File: src/rtl/btype_pkg.sv
// Shared definitions for the B-type branch datapath and its control sequencer.
// Holds the opcode and funct3 constants, the controller state encoding and the legality check.
package btype_pkg;

  localparam logic [6:0] OP_BRANCH = 7'b1100011;

  localparam logic [2:0] F3_BEQ  = 3'b000;
  localparam logic [2:0] F3_BNE  = 3'b001;
  localparam logic [2:0] F3_BLT  = 3'b100;
  localparam logic [2:0] F3_BGE  = 3'b101;
  localparam logic [2:0] F3_BLTU = 3'b110;
  localparam logic [2:0] F3_BGEU = 3'b111;

  typedef enum logic [1:0] {
    FETCH  = 2'd0,
    DECODE = 2'd1,
    EXEC   = 2'd2,
    TRAP   = 2'd3
  } ctrl_state_t;

  // funct3 values 010 and 011 are unused in the branch opcode space.
  function automatic logic isLegalBranch(input logic [6:0] opcode, input logic [2:0] funct3);
    return (opcode == OP_BRANCH) && (funct3 != 3'b010) && (funct3 != 3'b011);
  endfunction

endpackage

File: src/rtl/btype_ctrl_if.sv
// Instruction-memory fetch handshake between the branch sequencer and instruction memory.
// The master side issues imem_req; the slave side answers with imem_ready and imem_rdata.
interface btype_ctrl_if #(
  parameter int XLEN = 32
);
  logic            imem_req;
  logic            imem_ready;
  logic [XLEN-1:0] imem_rdata;

  modport master (output imem_req, input imem_ready, input imem_rdata);
  modport slave  (input imem_req, output imem_ready, output imem_rdata);
endinterface

File: src/rtl/btype_cond.sv
// Combinational branch-condition evaluator.
// Turns funct3 and the datapath comparator flags into a taken decision.
module btype_cond
  import btype_pkg::*;
(
  input  logic [2:0] funct3_i,
  input  logic       cmp_eq_i,
  input  logic       cmp_lt_i,
  input  logic       cmp_ltu_i,
  output logic       taken_o
);

  always_comb begin
    taken_o = 1'b0;
    case (funct3_i)
      F3_BEQ:  taken_o = cmp_eq_i;
      F3_BNE:  taken_o = !cmp_eq_i;
      F3_BLT:  taken_o = cmp_lt_i;
      F3_BGE:  taken_o = !cmp_lt_i;
      F3_BLTU: taken_o = cmp_ltu_i;
      F3_BGEU: taken_o = !cmp_ltu_i;
      default: taken_o = 1'b0;
    endcase
  end

endmodule

File: src/rtl/btype_ctrl.sv
// Multicycle FETCH/DECODE/EXEC/TRAP sequencer for conditional branches.
// Optional branch statistics counters are compiled in when BTYPE_CTRL_STATS_EN is defined.
module btype_ctrl
  import btype_pkg::*;
#(
  parameter int XLEN   = 32,
  parameter int STAT_W = 16
) (
  input  logic              clk,
  input  logic              reset,
  btype_ctrl_if.master      imem,
  output logic              ir_we,
  output logic              rf_re,
  input  logic              cmp_eq,
  input  logic              cmp_lt,
  input  logic              cmp_ltu,
  output logic              pc_we,
  output logic              pc_sel,
  output logic              illegal,
  output logic [1:0]        state_o,
  output logic [STAT_W-1:0] taken_cnt,
  output logic [STAT_W-1:0] branch_cnt
);

  ctrl_state_t state_q, state_d;
  logic [6:0]  opcode_q;
  logic [2:0]  funct3_q;
  logic        taken;
  logic        imemReq, irWe, rfRe, pcWe, pcSel, illegalPulse;

  btype_cond uCond (
    .funct3_i  (funct3_q),
    .cmp_eq_i  (cmp_eq),
    .cmp_lt_i  (cmp_lt),
    .cmp_ltu_i (cmp_ltu),
    .taken_o   (taken)
  );

  // Reset takes priority so a fetch completing in the reset cycle is dropped.
  always_ff @(posedge clk) begin
    if (!reset) begin
      state_q  <= FETCH;
      opcode_q <= '0;
      funct3_q <= '0;
    end else begin
      state_q <= state_d;
      if (irWe) begin
        opcode_q <= imem.imem_rdata[6:0];
        funct3_q <= imem.imem_rdata[14:12];
      end
    end
  end

  always_comb begin
    state_d      = state_q;
    imemReq      = 1'b0;
    irWe         = 1'b0;
    rfRe         = 1'b0;
    pcWe         = 1'b0;
    pcSel        = 1'b0;
    illegalPulse = 1'b0;
    case (state_q)
      FETCH: begin
        imemReq = 1'b1;
        if (imem.imem_ready) begin
          irWe    = 1'b1;
          state_d = DECODE;
        end
      end
      DECODE: begin
        rfRe    = 1'b1;
        state_d = isLegalBranch(opcode_q, funct3_q) ? EXEC : TRAP;
      end
      EXEC: begin
        pcWe    = 1'b1;
        pcSel   = taken;
        state_d = FETCH;
      end
      TRAP: begin
        illegalPulse = 1'b1;
        pcWe         = 1'b1;
        state_d      = FETCH;
      end
      default: state_d = FETCH;
    endcase
  end

  // Every output is held low for as long as reset is asserted, even before the first edge.
  assign imem.imem_req = reset & imemReq;
  assign ir_we         = reset & irWe;
  assign rf_re         = reset & rfRe;
  assign pc_we         = reset & pcWe;
  assign pc_sel        = reset & pcSel;
  assign illegal       = reset & illegalPulse;
  assign state_o       = reset ? state_q : 2'b00;

`ifdef BTYPE_CTRL_STATS_EN
  localparam logic [STAT_W-1:0] STAT_MAX = {STAT_W{1'b1}};

  logic [STAT_W-1:0] takenCnt_q, branchCnt_q;

  // Saturating counters; TRAP cycles never reach EXEC so they are not counted.
  always_ff @(posedge clk) begin
    if (!reset) begin
      takenCnt_q  <= '0;
      branchCnt_q <= '0;
    end else if (state_q == EXEC) begin
      if (branchCnt_q != STAT_MAX) branchCnt_q <= branchCnt_q + 1'b1;
      if (taken && (takenCnt_q != STAT_MAX)) takenCnt_q <= takenCnt_q + 1'b1;
    end
  end

  assign taken_cnt  = reset ? takenCnt_q : '0;
  assign branch_cnt = reset ? branchCnt_q : '0;
`else
  assign taken_cnt  = '0;
  assign branch_cnt = '0;
`endif

endmodule

File: src/flat_wrapper.sv
// flat-port wrapper written by rule: the top's interface ports become plain ports
module btype_ctrl_flat import btype_pkg::*;
#(
  parameter int XLEN   = 32,
  parameter int STAT_W = 16
)
  (clk, reset, ir_we, rf_re, cmp_eq, cmp_lt, cmp_ltu, pc_we, pc_sel, illegal, state_o, taken_cnt, branch_cnt, imem_imem_req, imem_imem_ready, imem_imem_rdata);
  btype_ctrl_if #(.XLEN(XLEN)) imem_i ();
  input  logic clk;
  input  logic reset;
  output logic ir_we;
  output logic rf_re;
  input  logic cmp_eq;
  input  logic cmp_lt;
  input  logic cmp_ltu;
  output logic pc_we;
  output logic pc_sel;
  output logic illegal;
  output logic [1:0] state_o;
  output logic [STAT_W-1:0] taken_cnt;
  output logic [STAT_W-1:0] branch_cnt;
  output wire logic [$bits(imem_i.imem_req)-1:0] imem_imem_req;
  input wire logic [$bits(imem_i.imem_ready)-1:0] imem_imem_ready;
  input wire logic [$bits(imem_i.imem_rdata)-1:0] imem_imem_rdata;
  assign imem_imem_req = imem_i.imem_req;
  assign imem_i.imem_ready = imem_imem_ready;
  assign imem_i.imem_rdata = imem_imem_rdata;
  btype_ctrl #(.XLEN(XLEN), .STAT_W(STAT_W)) u_core (.clk(clk), .reset(reset), .imem(imem_i), .ir_we(ir_we), .rf_re(rf_re), .cmp_eq(cmp_eq), .cmp_lt(cmp_lt), .cmp_ltu(cmp_ltu), .pc_we(pc_we), .pc_sel(pc_sel), .illegal(illegal), .state_o(state_o), .taken_cnt(taken_cnt), .branch_cnt(branch_cnt));
endmodule
File: config.mk
export PLATFORM = sky130hd
export DESIGN_NAME = btype_ctrl_flat
export DESIGN_NICKNAME = d
export VERILOG_FILES = /design/src/rtl/btype_pkg.sv /design/src/rtl/btype_ctrl_if.sv /design/src/rtl/btype_cond.sv /design/src/rtl/btype_ctrl.sv /design/src/flat_wrapper.sv
export SDC_FILE = /design/constraint.sdc
export NUM_CORES = 1
export LEC_CHECK = 0
export CAP_MARGIN = 20
export CORE_ASPECT_RATIO = 0.8
export CORE_MARGIN = 10
export CORE_UTILIZATION = 26
export DETAILED_ROUTE_END_ITERATION = 7
export HOLD_SLACK_MARGIN = 0.15
export PLACE_DENSITY = 0.75
export SLEW_MARGIN = 20
export SYNTH_ARGS = -nofsm -noshare
export SYNTH_HDL_FRONTEND = slang
export SYNTH_SLANG_ARGS = --single-unit
export TNS_END_PERCENT = 30
File: constraint.sdc
create_clock -name clk -period 1.2 [get_ports clk]
set_clock_uncertainty 0.1 [all_clocks]
set_input_delay 0.24 -clock clk [delete_from_list [all_inputs] [get_ports clk]]
set_output_delay 0.24 -clock clk [all_outputs]
set_load 0.02 [all_outputs]
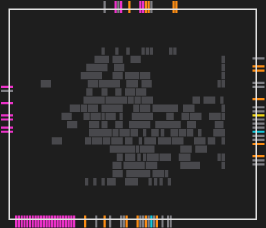
**Above:** pin map.
(3 px per um) Pins as bars across the die edge, other pins in gray.
Key: `state_o` = cyan [pins 2, direction output, edge 1 east, 1 south]; `rf_re` = yellow [pins 1, direction output, edge east]; `imem_imem_rdata` = magenta [pins 32, direction input, edge 22 south, 6 west, 4 north]; `taken_cnt` = orange [pins 16, direction output, edge 6 south, 5 east, 5 north]
All pins by edge: 40 south, 19 east, 12 north, 7 west.

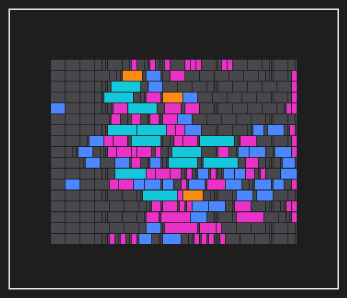
**Above:** placement by cell class.
(4 px per um) Fill, decap, tap and diode cells in gray.
Key: remaining buffers and delay cells = blue [cells 37, share of their area 32%]; registers = cyan [cells 12, share of their area 22%]; clock-net drivers = orange [cells 3, share of their area 3.6%]; remaining logic cells = magenta [cells 74, share of their area 43%]

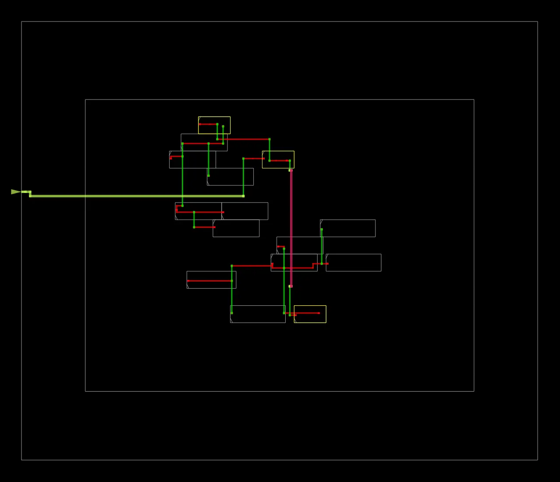
**Above:** clock wiring as the flow saved it.
# clk buffers: 3
total clock network power: 0.358 mW
number of buffers created by CTS: 3
CTS Sinks: 12

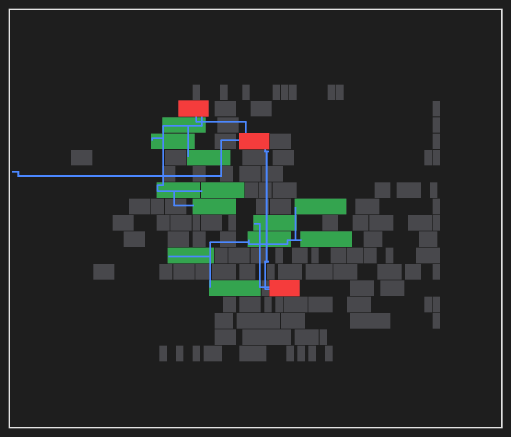
**Above:** clock wires, drivers and flops.
(6 px per um)
Key: flip-flops = green [count 12]; clock wires = blue [length 185 um]; clock-net drivers = red [count 3]
There are 4 routed clock nets. Position of the flops: center.
Clock power frac: 27.9%
latest clock arrival within the worst-skew pair: 0.24 ns

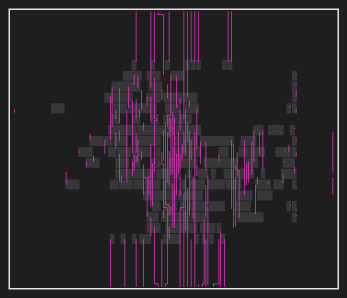
**Above:** M2 wires.
(4 px per um)
The layer carries 1190 um of wire. The longest straight run is 38.6 um. 125 nets have wire on it. The wires run mostly vertical.

==> impl_metrics.json <==
{
  "outcome": "finished with violations",
  "violations": "setup timing",
  "layoutNonFillerInstCount": 164,
  "lay_top_cells": "conb_1, buf_6, nor2b_1, clkdlybuf4s50_1, mux2i_1",
  "hold_end": "u_core.opcode_q[5]",
  "longest_individual_stage_delay_on_the_worst_path_ns": 0.43,
  "synth.cellmix.adderShare_pct": 0,
  "final_min_period_ns": 1.75,
  "reg2reg_setup_slack_ns": -0.19,
  "grtUsageTotal_pct": 6.50,
  "post-cts-setup-buffer-count": 2,
  "timing.final.ws_setup_ns": -0.553,
  "timing.hold.worst.start": "u_core.opcode_q[5]",
  "ant_nets": 0,
  "swShare_pct": 31.6,
  "gate_count_post_synth": 89,
  "critical_path_s_slowest_cell": "clkdlybuf4s50_1",
  "arrival_ns": 1.41,
  "synth-cells-yosys": 89,
  "endpoint": "pc_sel",
  "grt_max_degree": 11,
  "synth-edff-count": 0,
  "xor_share_pct": 1.10,
  "die_area_um2": 5690,
  "ctsResizeCount": 72,
  "pg_comb_mw": 0.450,
  "holdBufCountCts": 0,
  "grt.overflow.total": 0,
  "timing.final.setup_violations": 19,
  "critPathMaxFanout": 2,
  "synth_top_cell_by_area": "buf_4",
  "die_x_um": 81.9,
  "drt-total-wl_um": 2140,
  "area_after_dpl_um2": 1050,
  "viasPerCell": 3.62,
  "min_delay_path_depth": 2,
  "synth_cell_types": 20,
  "number_of_antenna_violations_at_the_first_check_in_global_routing": 0,
  "ys.warnings.count": 0,
  "power_leakage_nw": 0.572,
  "postSynth.asyncResetShare_pct": 0,
  "startpoint_type": "primary input"
}
==> area by class of cell <==
cell class | count | area [um2] | area share [%]
Sequential cell | 12 | 253 | 21.1
Timing Repair Buffer | 37 | 365 | 30.5
Inverter | 3 | 11.3 | 0.939
Clock buffer | 3 | 41.3 | 3.44
Multi-Input combinational cell | 71 | 480 | 40.1
Tap cell | 38 | 47.5 | 3.97
==> metal layers <==
layer | up-vias | routed length (um) | track usage [%]
met5 | - | 0 | 0
met4 | 0 | 18 | 2.25
met3 | 2 | 313 | 4.52
met2 | 28 | 1190 | 11.4
met1 | 267 | 618 | 5.61
li1 | 297 | - | -
==> registers in the layout, indices dropped and copies added, names as in the netlist <==
name             count
u_core.funct3_q      3
u_core.opcode_q      7
u_core.state_q       2
No activity file was given, so power comes from the tool's default toggle rates.
